==> images/ff_map.png <==
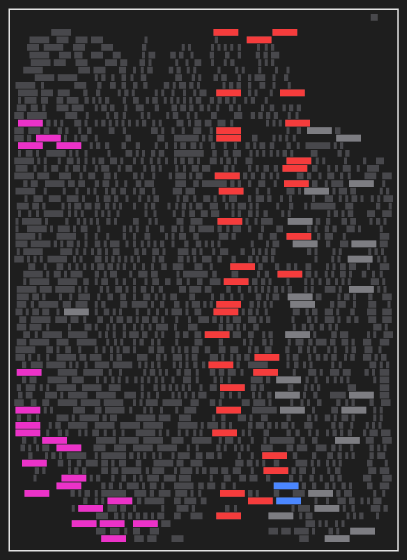
==> images/m4.png <==
Supply wires on this layer in gray.
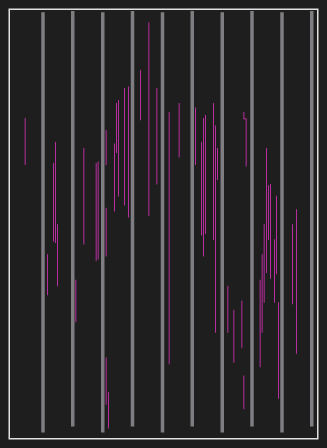
==> images/sizing.png <==
Scale bar: 50 microns.
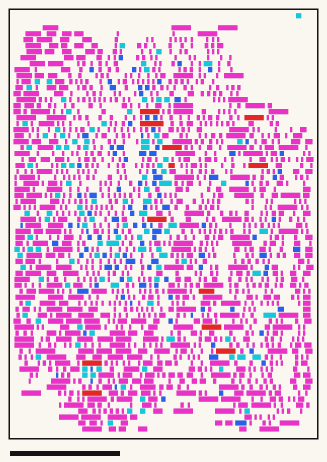
**src/rtl/tone_gen.sv**
```systemverilog
// Square-wave speaker tone plus LED blink with glitch-free period updates at toggles.
// Optional TONE_GEN_NOTE_SYNC_EN adds a two-flop synchronizer on note_en.
module tone_gen #(
  parameter int LED_PRESCALE = 1000,
  parameter int CW = 20
) (
  input  logic          clk,
  input  logic          rst_n,
  input  logic          note_en,
  input  logic [CW-1:0] half_period,
  input  logic [CW-1:0] led_period,
  output logic          spk,
  output logic          led,
  output logic          active,
  output logic          edge_pulse,
  output logic [1:0]    state_dbg
);

  typedef enum logic [1:0] {IDLE = 2'd0, RUN = 2'd1, DRAIN = 2'd2} state_t;

  state_t        state_q, state_d;
  logic          spk_q, spk_d;
  logic          led_q, led_d;
  logic          edge_q, edge_d;
  logic          active_q, active_d;
  logic [CW-1:0] tone_cnt_q, tone_cnt_d;
  logic [CW-1:0] l_q, l_d;
  logic [31:0]   led_cnt_q, led_cnt_d;
  logic [31:0]   led_load;
  logic          note_s;
  logic          tone_exp;
  logic          go_idle;

`ifdef TONE_GEN_NOTE_SYNC_EN
  logic note_meta_q, note_sync_q;
  always_ff @(posedge clk or negedge rst_n) begin
    if (!rst_n) begin
      note_meta_q <= 1'b0;
      note_sync_q <= 1'b0;
    end else begin
      note_meta_q <= note_en;
      note_sync_q <= note_meta_q;
    end
  end
  assign note_s = note_sync_q;
`else
  assign note_s = note_en;
`endif

  assign led_load = 32'(led_period) * 32'(LED_PRESCALE);

  always_comb begin
    state_d    = state_q;
    spk_d      = spk_q;
    led_d      = led_q;
    edge_d     = 1'b0;
    tone_cnt_d = tone_cnt_q;
    led_cnt_d  = led_cnt_q;
    l_d        = l_q;
    tone_exp   = (tone_cnt_q == '0);
    go_idle    = 1'b0;
    case (state_q)
      IDLE: begin
        spk_d      = 1'b0;
        led_d      = 1'b0;
        tone_cnt_d = '0;
        led_cnt_d  = '0;
        l_d        = '0;
        if (note_s && (half_period != '0)) begin
          state_d    = RUN;
          spk_d      = 1'b1;
          edge_d     = 1'b1;
          tone_cnt_d = half_period - CW'(1);
          l_d        = led_period;
          led_cnt_d  = led_load - 32'd1;
        end
      end
      RUN, DRAIN: begin
        if (!tone_exp) tone_cnt_d = tone_cnt_q - CW'(1);
        // A low-phase release ends immediately; a high phase always completes.
        if ((state_q == RUN) && !note_s && !spk_q) begin
          go_idle = 1'b1;
        end else if (tone_exp) begin
          if ((state_q == DRAIN) || !note_s || (half_period == '0)) begin
            go_idle = 1'b1;
          end else begin
            spk_d      = ~spk_q;
            edge_d     = ~spk_q;
            tone_cnt_d = half_period - CW'(1);
          end
        end else if ((state_q == RUN) && !note_s) begin
          state_d = DRAIN;
        end

        if (l_q == '0) begin
          led_d     = 1'b0;
          l_d       = led_period;
          led_cnt_d = led_load - 32'd1;
        end else if (led_cnt_q == '0) begin
          l_d       = led_period;
          led_d     = (led_period != '0) ? ~led_q : 1'b0;
          led_cnt_d = led_load - 32'd1;
        end else begin
          led_cnt_d = led_cnt_q - 32'd1;
        end

        if (go_idle) begin
          state_d    = IDLE;
          spk_d      = 1'b0;
          led_d      = 1'b0;
          tone_cnt_d = '0;
          led_cnt_d  = '0;
          l_d        = '0;
        end
      end
      default: state_d = IDLE;
    endcase
    active_d = (state_d != IDLE);
  end

  always_ff @(posedge clk or negedge rst_n) begin
    if (!rst_n) begin
      state_q    <= IDLE;
      spk_q      <= 1'b0;
      led_q      <= 1'b0;
      edge_q     <= 1'b0;
      active_q   <= 1'b0;
      tone_cnt_q <= '0;
      led_cnt_q  <= '0;
      l_q        <= '0;
    end else begin
      state_q    <= state_d;
      spk_q      <= spk_d;
      led_q      <= led_d;
      edge_q     <= edge_d;
      active_q   <= active_d;
      tone_cnt_q <= tone_cnt_d;
      led_cnt_q  <= led_cnt_d;
      l_q        <= l_d;
    end
  end

  assign spk        = spk_q;
  assign led        = led_q;
  assign edge_pulse = edge_q;
  assign active     = active_q;
  assign state_dbg  = state_q;

endmodule

```
**config.mk**
```make
export PLATFORM = sky130hd
export DESIGN_NAME = tone_gen
export DESIGN_NICKNAME = d
export VERILOG_FILES = /design/src/rtl/tone_gen.sv
export SDC_FILE = /design/constraint.sdc
export NUM_CORES = 1
export LEC_CHECK = 0
export ABC_AREA = 1
export CAP_MARGIN = 20
export CELL_PAD_IN_SITES_DETAIL_PLACEMENT = 1
export CELL_PAD_IN_SITES_GLOBAL_PLACEMENT = 1
export CORE_ASPECT_RATIO = 1.4
export CORE_UTILIZATION = 40
export DETAILED_ROUTE_END_ITERATION = 12
export HOLD_SLACK_MARGIN = 0.05
export PLACE_DENSITY = 0.77
export SYNTH_ARGS = -nofsm -noshare
export SYNTH_HDL_FRONTEND = slang
export SYNTH_SLANG_ARGS = --single-unit
```
**constraint.sdc**
```tcl
create_clock -name clk -period 6.3 [get_ports clk]
set_input_delay 1.26 -clock clk [delete_from_list [all_inputs] [get_ports clk]]
set_output_delay 1.26 -clock clk [all_outputs]
set_load 0.1 [all_outputs]
```
==> results_dict.tcl <==
# flow metrics
set metrics [dict create \
    status "complete, no violations" \
    worstSetupStartpointType "input port" \
    post-route-min-period_ns 6.00 \
    grt_start_max_net_pins 59 \
    setup_violations 0 \
    detail_route.iter0.violations 267 \
    peakVddDrop_mv 0.268 \
    synthDistinctLibCells 56 \
    antenna_found_initial 0 \
    rr_worst_depth 13 \
    yosys-top-cells-count "nand2_1 (329), inv_1 (278), nor2_1 (158)" \
    die_x_microns 139 \
    synth.most_common_cell "nand2_1" \
    net-switching-power_mw 4.16 \
    ff_type "dfrtp_1" \
    worstPathRequired_ns 6.58 \
    clk_root_buffer_cell "clkbuf_16" \
    worstHoldStart "l_q[11]" \
    timing.final.hold_violations 0 \
    die.size.y_microns 194 \
    powerClk_uw 542 \
    totalWireLength_microns 34500 \
    fmaxAchievable_ghz 0.167 \
    pg_comb_mw 5.86 \
    route.vias.total 10300 \
    cts_num_sinks 78 \
    top_area_cell "dfrtp_1" \
    first_drt_pass_iteration_count 4 \
    final-instance-count-excl-fill 1970 \
    grt_overflow 0 \
    routed_wire_length_per_instance_microns 17.5 \
    clock-skew-final_ns 0.0128 \
    power.sequential.fraction 0.125 \
    synthTopCellsByArea "dfrtp_1 (18%), fa_1 (13%), nand2_1 (12%)" \
    post_synth_tally_of_flip_flops_with_integrated_enable 0 \
    first_global_vias 11700 \
    worst_skew_pair.late_latency_ns 0.36 \
    hold_path_depth 2 \
    synthesis.nets 1709 \
    yosys_warnings 0 \
    global_route_wire_length_before_repair_microns 56900 \
    gp_congestion 0.891 \
    power.group.top "combinational cells" \
    fin_nets 1833 \
    placedCellCount 1954 \
    fin_setup_tns_ns 0 \
    drive_gt1_frac 0.139 \
    powerSeq_uw 916 \
]
## Picture notes: ff_map.png
led_cnt_q: shown in red, placed flops 32, where a vertical strip down the middle. l_q: shown in magenta, placed flops 20. state_dbg: shown in blue, placed flops 2.
Another 24 sequential cells are not colored.

## Picture notes: m4.png
The longest straight run is 114 microns. The wires run mostly vertical. The layer carries 1,780 microns of wire. 43 nets have wire on it. The layer holds 5.2% of the routed length.

## Picture notes: sizing.png
x3 and x4: shown in cyan, cells 111, share 6.7%. x1 and smaller: shown in magenta, cells 1,417, share 86%. x2: shown in blue, cells 106, share 6.4%. x6 and larger: shown in red, cells 12, share 0.73%.

-- what timing repair did --
item | 4_1_cts | 5_1_grt
endpoints found under the hold margin | 0 | 0
gates resized | 0 | 16
buffers inserted | 0 | 0
setup endpoints to repair | 0 | 5
-- metal layers --
layer,vias up,track usage,share of wire
li1,5026,-,-
met1,5015,0.246,0.35
met2,169,0.562,0.58
met3,97,0.0296,0.022
met4,0,0.155,0.052
met5,-,0,0
-- worst max-delay path by stage --
stage / startpoint / to
2_1_floorplan: led_period[12] / led_cnt_q[29]
3_3_place_gp: led_period[2] / led_cnt_q[27]
3_5_place_dp: led_period[6] / led_cnt_q[27]
4_1_cts: led_period[6] / led_cnt_q[27]
5_1_grt: led_period[12] / led_cnt_q[29]
6_report: led_period[12] / led_cnt_q[30]
-- logic make-up (layout without fill, tap and decap cells) --
family | Yosys count | count (layout) | synth area share
flops | 78 | 78 | 0.185
simple gates | 730 | 730 | 0.321
xor+xnor | 59 | 59 | 0.0489
compound gates | 189 | 189 | 0.103
fa+ha+maj | 149 | 149 | 0.226
buf+inv | 312 | 441 | 0.117
-- stage by stage --
stage,cell area [sq um],worst slack [ns]
after global placement,12000,0.00913
after global routing,12300,0.000905
after CTS,12300,0.264
after floorplan,10600,0.928
final,12300,0.301
after detailed placement,12000,-0.102
-- registers in the layout, summed over array words and instances (netlist names) --
register	flops
tone_cnt_q	20
led	1
spk	1
edge_pulse	1
state_dbg	2
led_cnt_q	32
l_q	20
active	1
-- cell type report --
cell class                 count  area share
timing repair buffer         138      0.0941
inverter                     287      0.0877
clock inverter                 6     0.00498
sequential                    78       0.159
tap                          324      0.0329
clock buffer                  10      0.0186
multi-input combinational   1127       0.603
